==> src/rtl/sync_fifo_flags.sv <==
// Single-clock FIFO, any depth >= 2, with count, almost flags, sticky errors; FWFT or 1-cycle registered read.
// Backpressure: writes dropped while wr_full, reads dropped while rd_empty; all flags registered.
module sync_fifo_flags #(
  parameter int DATA_WIDTH = 8,
  parameter int DEPTH      = 16,
  parameter int AF_TH      = 14,
  parameter int AE_TH      = 2,
  parameter int REG_OUT    = 0
) (
  input  logic                           clk,
  input  logic                           rst_n,
  input  logic                           write,
  input  logic [DATA_WIDTH-1:0]          wr_data,
  output logic                           wr_full,
  output logic                           almost_full,
  input  logic                           read,
  output logic [DATA_WIDTH-1:0]          rd_data,
  output logic                           rd_valid,
  output logic                           rd_empty,
  output logic                           almost_empty,
  output logic [$clog2(DEPTH+1)-1:0]     count,
  output logic                           overflow,
  output logic                           underflow
);

  localparam int AW = $clog2(DEPTH);
  localparam int CW = $clog2(DEPTH+1);
  localparam logic [AW-1:0] LAST_ADDR = AW'(DEPTH-1);

  logic [DATA_WIDTH-1:0] mem [DEPTH];

  logic [AW-1:0] wr_addr_q, wr_addr_d;
  logic [AW-1:0] rd_addr_q, rd_addr_d;
  logic          wr_lap_q, wr_lap_d;
  logic          rd_lap_q, rd_lap_d;
  logic [CW-1:0] count_q, count_d;
  logic          wr_full_q, wr_full_d;
  logic          rd_empty_q, rd_empty_d;
  logic          almost_full_q, almost_full_d;
  logic          almost_empty_q, almost_empty_d;
  logic          overflow_q, overflow_d;
  logic          underflow_q, underflow_d;
  logic          wr_accept;
  logic          rd_accept;

  always_comb begin
    wr_accept = write & ~wr_full_q;
    rd_accept = read & ~rd_empty_q;

    // Non-power-of-2 depth: the address wraps explicitly and the lap bit tells full from empty.
    wr_addr_d = wr_addr_q;
    wr_lap_d  = wr_lap_q;
    if (wr_accept) begin
      if (wr_addr_q == LAST_ADDR) begin
        wr_addr_d = '0;
        wr_lap_d  = ~wr_lap_q;
      end else begin
        wr_addr_d = wr_addr_q + 1'b1;
      end
    end

    rd_addr_d = rd_addr_q;
    rd_lap_d  = rd_lap_q;
    if (rd_accept) begin
      if (rd_addr_q == LAST_ADDR) begin
        rd_addr_d = '0;
        rd_lap_d  = ~rd_lap_q;
      end else begin
        rd_addr_d = rd_addr_q + 1'b1;
      end
    end

    count_d = count_q;
    case ({wr_accept, rd_accept})
      2'b10:   count_d = count_q + 1'b1;
      2'b01:   count_d = count_q - 1'b1;
      default: count_d = count_q;
    endcase

    wr_full_d      = (wr_addr_d == rd_addr_d) && (wr_lap_d != rd_lap_d);
    rd_empty_d     = (wr_addr_d == rd_addr_d) && (wr_lap_d == rd_lap_d);
    almost_full_d  = (count_d >= CW'(AF_TH));
    almost_empty_d = (count_d <= CW'(AE_TH));
    overflow_d     = overflow_q  | (write & wr_full_q);
    underflow_d    = underflow_q | (read & rd_empty_q);
  end

  always_ff @(posedge clk or negedge rst_n) begin
    if (!rst_n) begin
      wr_addr_q      <= '0;
      rd_addr_q      <= '0;
      wr_lap_q       <= 1'b0;
      rd_lap_q       <= 1'b0;
      count_q        <= '0;
      wr_full_q      <= 1'b0;
      rd_empty_q     <= 1'b1;
      almost_full_q  <= 1'b0;
      almost_empty_q <= 1'b1;
      overflow_q     <= 1'b0;
      underflow_q    <= 1'b0;
    end else begin
      wr_addr_q      <= wr_addr_d;
      rd_addr_q      <= rd_addr_d;
      wr_lap_q       <= wr_lap_d;
      rd_lap_q       <= rd_lap_d;
      count_q        <= count_d;
      wr_full_q      <= wr_full_d;
      rd_empty_q     <= rd_empty_d;
      almost_full_q  <= almost_full_d;
      almost_empty_q <= almost_empty_d;
      overflow_q     <= overflow_d;
      underflow_q    <= underflow_d;
    end
  end

  // Storage is deliberately left out of reset.
  always_ff @(posedge clk) begin
    if (wr_accept) begin
      mem[wr_addr_q] <= wr_data;
    end
  end

  generate
    if (REG_OUT != 0) begin : g_reg_out
      logic [DATA_WIDTH-1:0] rd_data_q, rd_data_d;
      logic                  rd_valid_q, rd_valid_d;

      always_comb begin
        rd_data_d  = rd_data_q;
        rd_valid_d = rd_accept;
        if (rd_accept) begin
          rd_data_d = mem[rd_addr_q];
        end
      end

      always_ff @(posedge clk or negedge rst_n) begin
        if (!rst_n) begin
          rd_data_q  <= '0;
          rd_valid_q <= 1'b0;
        end else begin
          rd_data_q  <= rd_data_d;
          rd_valid_q <= rd_valid_d;
        end
      end

      assign rd_data  = rd_data_q;
      assign rd_valid = rd_valid_q;
    end else begin : g_fwft
      assign rd_data  = mem[rd_addr_q];
      assign rd_valid = ~rd_empty_q;
    end
  endgenerate

  assign wr_full      = wr_full_q;
  assign rd_empty     = rd_empty_q;
  assign almost_full  = almost_full_q;
  assign almost_empty = almost_empty_q;
  assign count        = count_q;
  assign overflow     = overflow_q;
  assign underflow    = underflow_q;

  a_not_full_and_empty : assert property (@(posedge clk) disable iff (!rst_n)
    !(wr_full_q && rd_empty_q));
  a_count_in_range : assert property (@(posedge clk) disable iff (!rst_n)
    count_q <= CW'(DEPTH));

endmodule
==> config.mk <==
export PLATFORM = sky130hd
export DESIGN_NAME = sync_fifo_flags
export DESIGN_NICKNAME = d
export VERILOG_FILES = /design/src/rtl/sync_fifo_flags.sv
export SDC_FILE = /design/constraint.sdc
export NUM_CORES = 1
export LEC_CHECK = 0
export ABC_AREA = 1
export CAP_MARGIN = 0
export CORE_ASPECT_RATIO = 1.75
export CORE_MARGIN = 2
export CORE_UTILIZATION = 27
export DETAILED_ROUTE_END_ITERATION = 12
export PLACE_DENSITY_LB_ADDON = 0.08
export SYNTH_ARGS = -nofsm -noshare
export SYNTH_HDL_FRONTEND = slang
export SYNTH_SLANG_ARGS = --single-unit
==> constraint.sdc <==
create_clock -name clk -period 1.75 [get_ports clk]
set_input_delay 0.35 -clock clk [delete_from_list [all_inputs] [get_ports clk]]
set_output_delay 0.35 -clock clk [all_outputs]
set_load 0.02 [all_outputs]
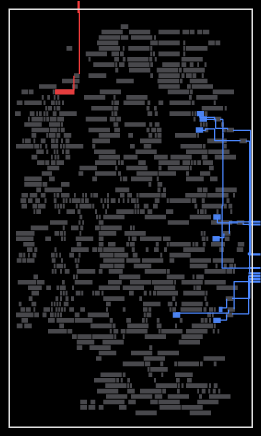
*I/O nets highlighted*
Scale: 2 px per micron.
Key: red = almost_empty [bits 1, direction output, edge top, end cells 1, wire 39.5 microns]; blue = rd_data [bits 8, direction output, edge right, end cells 8, wire 437 microns]

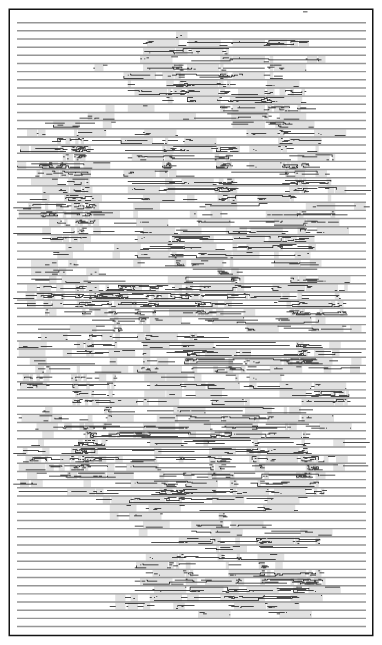
*Met1 routing*
Scale: 3 px per micron. Supply wires on this layer in gray. Cells faint in the background.
The layer carries 6580 microns of wire. The layer holds 37% of the routed length. The longest straight run is 57.0 microns. The wires run mostly horizontal. 653 nets have wire on it.

==> ds_physical_params.txt <==
Physical design parameters

Parameter                              Value

Logic synthesis
  Simple-gate portion of the synthesized area .................. 16.7%
  Cell area after technology mapping .................. 6430 sq um
  Post-synth EDFFs .................. 128
  Top area cell types .................. sky130_fd_sc_hd__edfxtp_1 (60%), sky130_fd_sc_hd__dfrtp_1 (7.4%), sky130_fd_sc_hd__nor2_1 (6.2%), sky130_fd_sc_hd__o21ai_0 (5.1%), sky130_fd_sc_hd__nand2_1 (5.0%)
  Number of library cell types mapped by synthesis .................. 34
  Seq/Total Area, Yosys .................. 67.9%
  Synth logic family .................. simple AND/OR/NAND/NOR gates
  Parity-gate share of the synthesized area counting xor and xnor cells .................. 0.661%
  Yosys synthesis warning count .................. 0
  Library cell with the largest summed area after synthesis .................. sky130_fd_sc_hd__edfxtp_1
  Most frequently used cell type in the post-synthesis netlist .................. sky130_fd_sc_hd__edfxtp_1
  Share of Yosys cell area claimed by the top area cell type .................. 59.7%
  Flops after synth .................. 149
  Syn nets .................. 590
  Mux cell area share .................. 0%
  Synthesized-area fraction occupied by ao, oa, aoi and oai cells .................. 9.41%
  Post-synthesis area per instance .................. 11.3 sq um
  Adder share .................. 1.56%

Cells and area
  Filler cells .................. 2285
  Number of sequential storage elements .................. 149
  Multi-input combinational area share .................. 23.9%
  Post-route core utilization .................. 37.8%
  Register cell area after layout .................. 4380 sq um
  Seq/total area .................. 49.4%
  Number of non-clock buffers in the layout .................. 128
  Number of clock buffer instances in the layout .................. 17
  Fin nets .................. 715
  Most frequently placed logic cells in the final layout .................. sky130_fd_sc_hd__edfxtp_1 (128), sky130_fd_sc_hd__nor2_1 (88), sky130_fd_sc_hd__nand2_1 (76)
  Final cell count without fillers .................. 1012
  Finished layout cell area .................. 8860 sq um
  Share of final-layout standard cells stronger than drive strength 1 .................. 31.5%
  Final-layout non-clock buffer area share .................. 14.4%
  Number of antenna repair diodes .................. 0
  Clock-cell share of area .................. 6.38%
  Synthesis-to-finish area growth .................. 37.7%
  Area-dominant cell class after layout .................. sequential cells
  Signal inverters .................. 35
  Most instantiated logic cell after routing .................. sky130_fd_sc_hd__edfxtp_1
  MI comb cells .................. 364

STA
  Final hold violation count .................. 0
  Worst hold margin .................. 0.261 ns
  Min Tclk post-route .................. 2.30 ns
  RSZ-0062 raised after global routing .................. true
  # setup viols final .................. 11
  Worst slew slack as a fraction of its limit .................. 63.6%
  Summed negative setup slack over all endpoints .................. -4.33 ns
  Maximum clock skew at final layout .................. 0.00948 ns
  Measured slew at the worst slew-check pin .................. 0.545 ns
  Peak Freq .................. 436 MHz
  Slack of the critical path .................. -0.546 ns
  Pins Over Slew Limit .................. 0

Floorplanning
  Well-Tap Cells .................. 304
  Horiz. Die Dim .................. 121 microns
  Std-Cell Rows .................. 74
  CORE AREA .................. 23400 sq um
  Count of pins on the block boundary .................. 32
  Die Y .................. 208 microns
  Chip area .................. 25100 sq um

Placement
  Total placed cells including tap cells .................. 963
  Setup WS pre-CTS .................. -0.569 ns
  Post-DP HPWL .................. 12200 microns
  Number of input and output port buffers inserted .................. 31
  Placed Area .................. 7700 sq um
  Final weighted congestion in routability-driven placement .................. 0.801

Run status
  Violations in the final reports .................. setup timing
  Run status .................. complete, but fails checks

Global routing
  Remaining global-route overflow .................. 0
  Gr usage total .................. 14.9%
  Most utilized layer in the global route result .................. met2
  Met1 GRT Util .................. 15.4%
  Number of antenna violations at the first check in global routing .................. 0
  Pin count of the biggest net entering global routing .................. 27
  Global-route track usage on met2 .................. 27.4%

Drt
  Vias .................. 4643
  Final routed wire length divided by cell count .................. 17.6 microns
  M1 WL .................. 6580 microns
  Number of iterations in the first detailed-routing pass .................. 4
  Antenna-violating nets left .................. 0
  Vias per inst .................. 4.59
  Violation count after the first detailed-route iteration .................. 232
  Highest routing layer actually used .................. met4
  Post-route DRC violation count .................. 0
  Wirelength, routed .................. 17800 microns

Worst setup path
  Startpoint of the most critical setup path .................. rd_addr_q[0]
  Critical Path, Cell by Cell .................. buf_12, buf_12, nor2_4, nor2_1, o21ai_1, o211ai_1, nand3_1, nand3_2, buf_6
  Crit-path slowest cell .................. sky130_fd_sc_hd__dfrtp_2
  Critical path required time .................. 1.40 ns
  Max incr delay on CP .................. 0.46 ns
  Start of the worst register-to-register path .................. rd_empty
  Largest delay share family, worst path .................. flip-flops
  Cell seen most often among critical-path stages .................. sky130_fd_sc_hd__buf_12
  Worst reg-to-reg setup slack .................. -0.15 ns
  Critical path fanouts, max .................. 8
  End of the critical path .................. rd_data[2]
  CP Data Arrival Time .................. 1.95 ns
  Worst Reg2Reg Path Length in Cells .................. 15

Clock tree
  Post-cts hold-fix buffer tally .................. 0
  Maximum number of buffers from clock root to sink .................. 2
  Worst-path clk slew .................. 0.06 ns
  Source-to-sink clock delay at the later pin of the worst-skew pair .................. 0.43 ns
  TritonCTS clock tree .................. built
  Post-CTS Setup Bufs .................. 11
  Number of buffers added by the clock tree synthesis step .................. 17
  Num Clock Sinks .................. 149

Power
  Power Combinational .................. 7.57 mW
  Design internal power .................. 9.84 mW
  Largest Pwr Group .................. combinational logic
  Switching power as a share of total power .................. 37.9%
  Sequential group share of total power .................. 30.1%
  Proportion of power drawn by combinational gates .................. 47.7%
  Overall power .................. 15.8 mW
  Switching power .................. 6.01 mW
  Power in the clock group .................. 3.51 mW

Min path
  Worst min-delay path class .................. primary input to asynchronous set/reset pin

Job
  Count of warning messages emitted by the tools .................. 33
  Max-cap violation count .................. 0
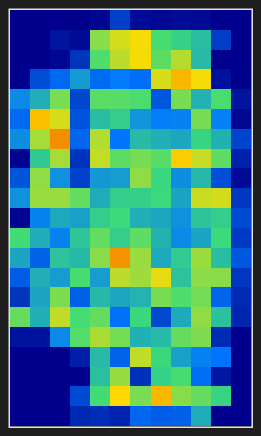
*Placement density heat map*
Scale: 2 px per micron. 12 x 21 tiles, from dark blue (low) to red (high), 0 to 100% covered.
2.8% of the tiles are over 75% full. The densest ninth of the die: middle. The emptiest ninth of the die: bottom left. The fullest tile reaches 84%.

No activity file was given, so power comes from the tool's default toggle rates.
